<file path="config.mk">
export PLATFORM = sky130hd
export DESIGN_NAME = jam_cost_table
export DESIGN_NICKNAME = d
export VERILOG_FILES = /design/src/rtl/jam_cost_table.sv
export SDC_FILE = /design/constraint.sdc
export NUM_CORES = 1
export LEC_CHECK = 0
export ABC_AREA = 1
export CAP_MARGIN = 20
export CELL_PAD_IN_SITES_DETAIL_PLACEMENT = 1
export CELL_PAD_IN_SITES_GLOBAL_PLACEMENT = 1
export CORE_ASPECT_RATIO = 0.6
export CORE_MARGIN = 2
export CORE_UTILIZATION = 51
export CTS_CLUSTER_SIZE = 14
export DETAILED_ROUTE_END_ITERATION = 10
export DONT_BUFFER_PORTS = 1
export PLACE_DENSITY_LB_ADDON = 0.15
export REMOVE_ABC_BUFFERS = 1
export SYNTH_ARGS = -nofsm -noshare
export SYNTH_HDL_FRONTEND = slang
export SYNTH_SLANG_ARGS = --single-unit
</file>
<file path="constraint.sdc">
create_clock -name CLK -period 2.8 [get_ports CLK]
set_clock_uncertainty 0.15 [all_clocks]
set_input_delay 0.28 -clock CLK [delete_from_list [all_inputs] [get_ports CLK]]
set_output_delay 0.28 -clock CLK [all_outputs]
set_load 0.005 [all_outputs]
</file>
<file path="src/rtl/jam_cost_table.sv">
// jam_cost_table: streaming-loaded 8x8 cost table feeding the job-assignment
// engine. Loads 64 words over a valid/ready handshake, then serves registered
// W/J lookups while the engine runs, and parks until a reload request.
module jam_cost_table #(
  parameter int unsigned COST_W = 7,
  parameter int unsigned IDX_W  = 3,
  parameter int unsigned SUM_W  = 13
) (
  input  logic              CLK,
  input  logic              RST,
  input  logic              in_valid,
  input  logic [COST_W-1:0] in_data,
  output logic              in_ready,
  input  logic              reload,
  input  logic [IDX_W-1:0]  W,
  input  logic [IDX_W-1:0]  J,
  output logic [COST_W-1:0] Cost,
  output logic              jam_rst,
  input  logic              jam_valid,
  output logic              table_ready,
  output logic              load_done,
  output logic [SUM_W-1:0]  load_sum
);

  localparam int unsigned ADDR_W = 2 * IDX_W;
  localparam int unsigned DEPTH  = 1 << ADDR_W;

  typedef enum logic [1:0] {
    LOAD = 2'd0,
    RUN  = 2'd1,
    DONE = 2'd2
  } state_t;

  state_t            state;
  state_t            next_state;
  logic [ADDR_W-1:0] addr;
  logic [COST_W-1:0] mem [DEPTH];
  logic              xfer;
  logic              last_word;
  logic              run_stay;
  logic              restart;

  // State register; RST forces LOAD from anywhere
  always_ff @(posedge CLK) begin
    if (RST) begin
      state <= LOAD;
    end else begin
      state <= next_state;
    end
  end

  // Next-state: LOAD until 64th word, RUN until engine result, DONE until reload
  always_comb begin
    next_state = state;
    case (state)
      LOAD:    if (xfer && last_word) next_state = RUN;
      RUN:     if (jam_valid)         next_state = DONE;
      DONE:    if (reload)            next_state = LOAD;
      default:                        next_state = LOAD;
    endcase
  end

  // Combinational handshake and control decodes
  always_comb begin
    in_ready  = (state == LOAD);
    xfer      = in_valid && (state == LOAD);
    last_word = (addr == ADDR_W'(DEPTH - 1));
    run_stay  = (state == RUN) && (next_state == RUN);
    restart   = (state == DONE) && reload;
  end

  // Table storage; contents survive reset, RST blocks a same-cycle write
  always_ff @(posedge CLK) begin
    if (!RST && xfer) begin
      mem[addr] <= in_data;
    end
  end

  // Load address, checksum and engine-facing registered outputs
  always_ff @(posedge CLK) begin
    if (RST) begin
      addr        <= '0;
      load_sum    <= '0;
      Cost        <= '0;
      jam_rst     <= 1'b1;
      table_ready <= 1'b0;
      load_done   <= 1'b0;
    end else begin
      load_done <= xfer && last_word;
      if (xfer) begin
        addr     <= addr + ADDR_W'(1);
        load_sum <= load_sum + SUM_W'(in_data);
      end else if (restart) begin
        addr     <= '0;
        load_sum <= '0;
      end
      // Cost and engine reset only valid while RUN continues into next cycle,
      // so the engine sees reset on the first RUN cycle and on leaving RUN
      Cost        <= run_stay ? mem[{W, J}] : '0;
      jam_rst     <= !run_stay;
      table_ready <= (next_state == RUN);
    end
  end

endmodule
</file>
==> results.yml <==
# implementation run metrics
detailed_routing:
  route.detailed.drc: 0
  first_iter_violations: 1639
  drt_pre_antenna_iters: 5
  via_per_inst: 5.84
  wl_met3_um: 4480
  met2_length_um: 26600
  drtAntennaViolNets: 0
timing:
  hold_ws_ns: 0.0144
  slew_headroom: 0.415
  finalHoldViolations: 0
  max_freq_mhz: 374
  timing.final.crit_share: 0.954
  final.setup.worst_slack_ns: 0.128
  rsz0062_at_grt: "no"
  worst_pin_slew_ns: 0.874
  setup_viol: 0
  drv_slew: 0
floorplan:
  die_w_um: 259
  well_tap_count: 513
  die.size.y_um: 157
  num_rows: 55
power:
  combinationalPowerShare: 0.062
  clkPwrFrac: 0.402
  maxPowerGroup: "registers"
  p_per_area_nw_per_um2: 653
  cellLeakagePower_nw: 8.21
  p_seq_frac: 0.536
  power_mw: 14.7
  swShare: 0.225
cells_and_area:
  nonClockBufferCount: 112
  insertedDiodeCount: 3
  fin_area_sq_um: 22400
  buf_share: 0.0488
  regMostFlops: "mem"
  inv_count: 36
  filler_cell_count: 3998
  fin_nets: 1876
  logic_gates: 1175
synth:
  synth_cells: 1788
  synthFlopType: "edfxtp_1"
  top_cells_by_count: "nand2_1, edfxtp_1, nand3_1"
  seq_area_frac_synth: 0.709
  logic_family: "simple AND/OR/NAND/NOR gates"
  yosys_warnings: 0
  synth_area_per_cell_sq_um: 11.1
  ys_sh_simple: 0.237
  ys_sh_xor: 0
  yosys.area_share.adder: 0.00605
  synth-seq-cells: 479
critical_path:
  required_ns: 3.15
  critPathCapture: "Cost[4]$_SDFF_PP0_"
  crit_type: "in -> reg"
  worstRegToRegCells: 10
  worstPathArrival_ns: 3.02
  rr_endpoint: "Cost[4]$_SDFF_PP0_"
  path_cells: "inv_6, buf_12, nand2_1, nand3_1, nand3_1, nand2_1, nand2_1, nand3_1, a21oi_1, dlygate4sd3_1, nor2_1, dlygate4sd3_1"
  rrSetupSlack_ns: 0.14
  cp-end-kind: "flip-flop"
  cp_top_family: "buffers and inverters"
status:
  run_status: "finished, final reports clean"
hold_path:
  hold_path_startpoint: "W[0]"
  holdPathEnd: "Cost[5]$_SDFF_PP0_"
  hold_path_depth: 6
  hold_path.class: "in -> reg"
grt:
  busiest_layer: "met2"
  grtUsageMet3: 0.0567
  grt_pass1_vias: 14000
  use_met1: 0.441
clock_network:
  postCtsSetupRepairBufs: 0
  cts_buffers: 45
  cts.sinks: 479
  insertion_delay_ns: 0.57
  cts_buffer_depth: 3
  clk_pin_slew_ns: 0.07
run:
  tool_warnings: 31
  cap_violations: 0
placement:
  dpl.hpwl_um: 34200
  place_inst: 2288
  pre_cts_slack_ns: 0.249
  dpl-instance-area_sq_um: 20600
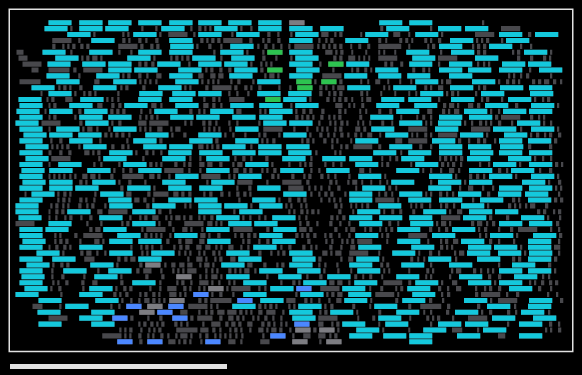
Fig. 1. Sequential cells coloured by netlist name.
Bar = 100 um. Other sequential cells in the stronger grey, the rest of the logic in the fainter grey.
legend:
  cyan:
    name_in_the_netlist: mem
    flops: 448
    where: widely spread
  blue:
    name_in_the_netlist: load_sum
    flops: 13
  green:
    name_in_the_netlist: Cost
    flops: 7
    where: top middle
final core occ: 0.589
Sequential cell area: 14100 sq um
sequential share of cell area: 0.627
seq pwr: 7.86 mW

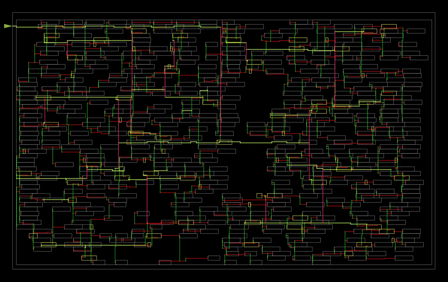
Fig. 2. The clock network.
clock buffers: 65
P_clk: 5.89 mW

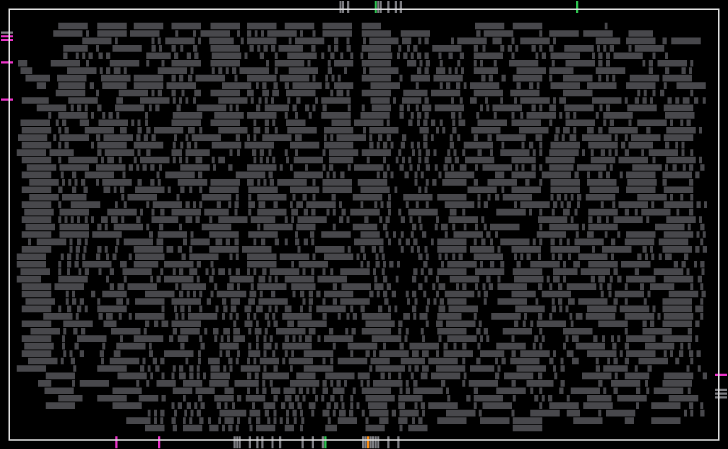
Fig. 3. Pin placement.
Pins as bars across the die edge, other pins in grey.
legend:
  green:
    port: W
    pins: 3
    direction: input
    edge: 2 top, 1 bottom
  magenta:
    port: in_data
    pins: 7
    direction: input
    edge: 4 left, 2 bottom, 1 right
  orange:
    port: jam_valid
    pins: 1
    direction: input
    edge: bottom

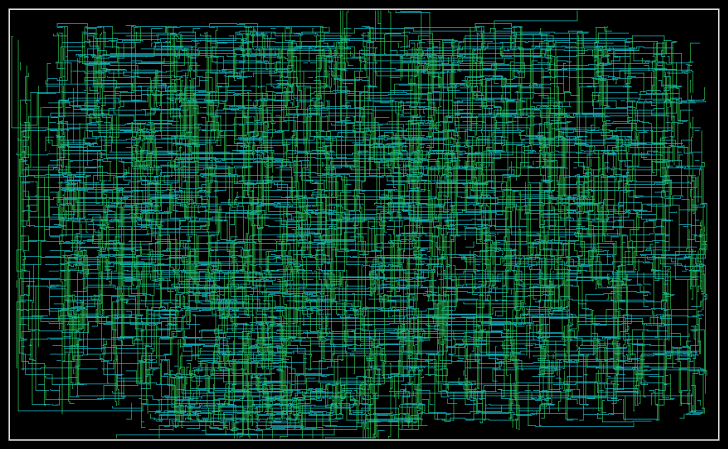
Fig. 4. Wiring by layer.
Only two layers are drawn.
legend:
  cyan:
    layer: met1
    wire_length: 27.1 mm
  green:
    layer: met2
    wire_length: 26.6 mm
All-Layer GR Usage: 0.294
Routed WL: 58800 um
wire per inst: 24.5 um

Power and IR drop assume default switching activity.
